==> config.mk <==
export PLATFORM = sky130hd
export DESIGN_NAME = axil_regfile_slave_flat
export DESIGN_NICKNAME = d
export VERILOG_FILES = /design/src/rtl/axil_regfile_slave_if.sv /design/src/rtl/axil_regfile_slave.sv /design/src/flat_wrapper.sv
export SDC_FILE = /design/constraint.sdc
export NUM_CORES = 1
export LEC_CHECK = 0
export ABC_CLOCK_PERIOD_IN_PS = 21900
export CAP_MARGIN = 30
export CORE_ASPECT_RATIO = 2
export CORE_MARGIN = 1
export CORE_UTILIZATION = 52
export CTS_CLUSTER_DIAMETER = 30
export DETAILED_ROUTE_END_ITERATION = 12
export HOLD_SLACK_MARGIN = 0.08
export PLACE_DENSITY = 0.85
export RECOVER_POWER = 50
export SLEW_MARGIN = 20
export SYNTH_ARGS = -nofsm -noshare
export SYNTH_HDL_FRONTEND = slang
export SYNTH_SLANG_ARGS = --single-unit
==> constraint.sdc <==
create_clock -name s_axi_aclk -period 21.9 [get_ports s_axi_aclk]
set_input_delay 4.38 -clock s_axi_aclk [delete_from_list [all_inputs] [get_ports s_axi_aclk]]
set_output_delay 4.38 -clock s_axi_aclk [all_outputs]
set_load 0.01 [all_outputs]
Figure 1. M1 wires.
Bar = 20 um.
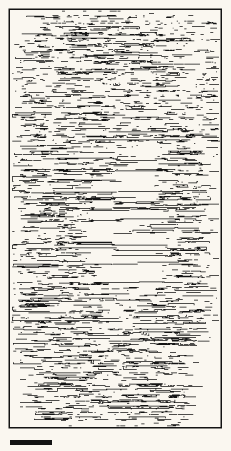
The longest straight run is 43.7 um. The layer carries 9310 um of wire. The wires run mostly horizontal.
number of vias in the routed layout: 6755
total wire length: 26200 um
met1 routing resource usage after global routing: 29.3%

Figure 2. Met2 routing.
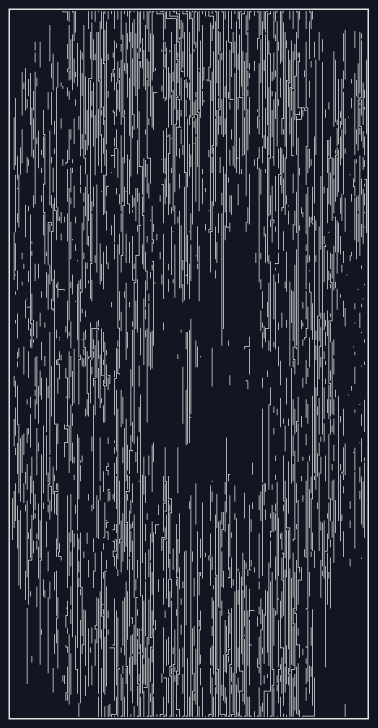
The layer holds 55% of the routed length. 977 nets have wire on it. The layer carries 14400 um of wire. The longest straight run is 105 um. The wires run mostly vertical.
met2 Use GR: 47.9%

Figure 3. Signal wires on met3.
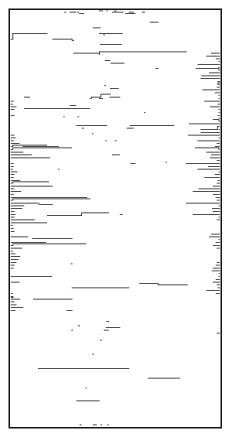
The longest straight run is 43.7 um. The layer holds 4.7% of the routed length.
met3 Resource Use GR: 4.35%

==> notes.md <==
Results of the implementation run.

The total power draw came out at 1230 uW. The quantity of hold-fixing buffers added after cts is 0. Global routing consumed, over all layers together, 26.6% of the routing resources. The total tool warning count is 31.

The number of DRC violations after detailed-routing iteration 0 came out at 170. The total number of clock tree sinks came out at 239. The per-instance average area after synthesis came out at 15.4 um2.

The post-layout minimum cycle time came out at 10.24 ns. The final reports fail on max-capacitance violations, max-slew violations. On the reported timing paths, the clock transition at the registers reads 0.06 ns. The signal on the critical path passes through dlygate4sd3_1 -> clkinvlp_2 -> clkbuf_1 -> buf_4 -> buf_16.

The tally of max-capacitance violations is 16. In this run the tightest slew margin relative to its limit is -195%. The routed length on met2 is 14400 um.

The worst ir drop on vdd is 0.0000717 V. The number of max-slew violations in the final report came out at 299. The top achievable clock speed is 97.6 MHz. The worst setup path is launched from a primary input. TritonCTS built the clock tree. The clock passes through at most 3 buffers. The cell sitting at the root of the clock tree is a clkbuf_16. The run finished, with violations left. The number of antenna violations at the first check in global routing came out at 2. Signal routing reaches up to met4.

The final report lists a non-filler cell total of 1235. The number of nets at the end of the flow is 1059. STA puts the critical path data arrival time at 10.95 ns.
-- through the flow --
step / hold slack (ns) / instance area, um2 / setup WS, ns / utilization [%]
after floorplan: 0.479 / 10300 / 10.96 / -
after global placement: 0.461 / 13200 / 15.05 / 68.4
after detailed placement: 0.471 / 13300 / 15.40 / 68.6
after CTS: 0.486 / 14300 / 15.96 / 73.8
after global routing: 0.506 / 14100 / 10.47 / 72.6
final: 0.478 / 14100 / 11.66 / 72.6
-- layout make-up --
type                    count  area [um2]
repair buffers            283        2820
diodes                      2        5.00
multi-input cells         365        3800
clock inverters            19         230
well taps                 259         324
inverters                  35         133
clock buffers              33         771
fillers                  1230        5300
flip-flops and latches    239        5980
-- cells by family after synthesis --
kind of cell	count (synthesis)	synth area share, %
multiplexers	226	30.1
AND/OR/NAND/NOR	101	7.29
flip-flops	239	58.3
other	1	0.0366
AND-OR/OR-AND	36	1.78
buffers and inverters	63	2.52
-- worst reg2reg max path, delay by kind of cell, from the launching register on --
| family | cells | cell delay [ns] |
|---|---|---|
| muxes | 1 | 0.44 |
| and+or+nand+nor | 3 | 3.45 |
| DFF | 1 | 0.38 |
-- cells in the mapped netlist --
library cell / instances / area share [%]
nor2b_1: 3 / 0.18
buf_2: 3 / 0.15
nor3_1: 2 / 0.098
mux4_2: 32 / 7.0
nor2_1: 7 / 0.26
nor3_2: 4 / 0.39
and2_1: 2 / 0.12
nor4_4: 15 / 3.1
dfrtp_1: 239 / 58
nor4_1: 12 / 0.73
or4_1: 3 / 0.22
nand3_2: 1 / 0.098
clkbuf_1: 19 / 0.70
buf_1: 2 / 0.073
mux2_1: 21 / 2.3
buf_4: 3 / 0.22
or2_2: 1 / 0.061
nand2b_1: 2 / 0.12
nand2_1: 44 / 1.6
or3_1: 1 / 0.061
conb_1: 1 / 0.037
mux2_4: 48 / 7.0
mux2_2: 125 / 14
nand4_1: 3 / 0.18
buf_6: 1 / 0.11
nand3_1: 1 / 0.049
o21ai_0: 33 / 1.6
inv_1: 35 / 1.3
a21oi_1: 2 / 0.098
o21a_1: 1 / 0.073
-- power groups by stage --
stage | logic (uW) | registers (uW) | clock network (uW)
after floorplan | 125 | 565 | 0
after global placement | 168 | 577 | 0
after detailed placement | 176 | 582 | 0
after CTS | 177 | 575 | 501
after global routing | 177 | 585 | 516
final | 163 | 574 | 492
-- layer usage --
metal  global-route usage (%)  vias to the layer above
met5                        0                        -
met4                     14.2                        0
met3                     4.35                       62
met2                     47.9                      226
met1                     29.3                     3488
li1                         -                     2979
No activity file was given, so power comes from the tool's default toggle rates.
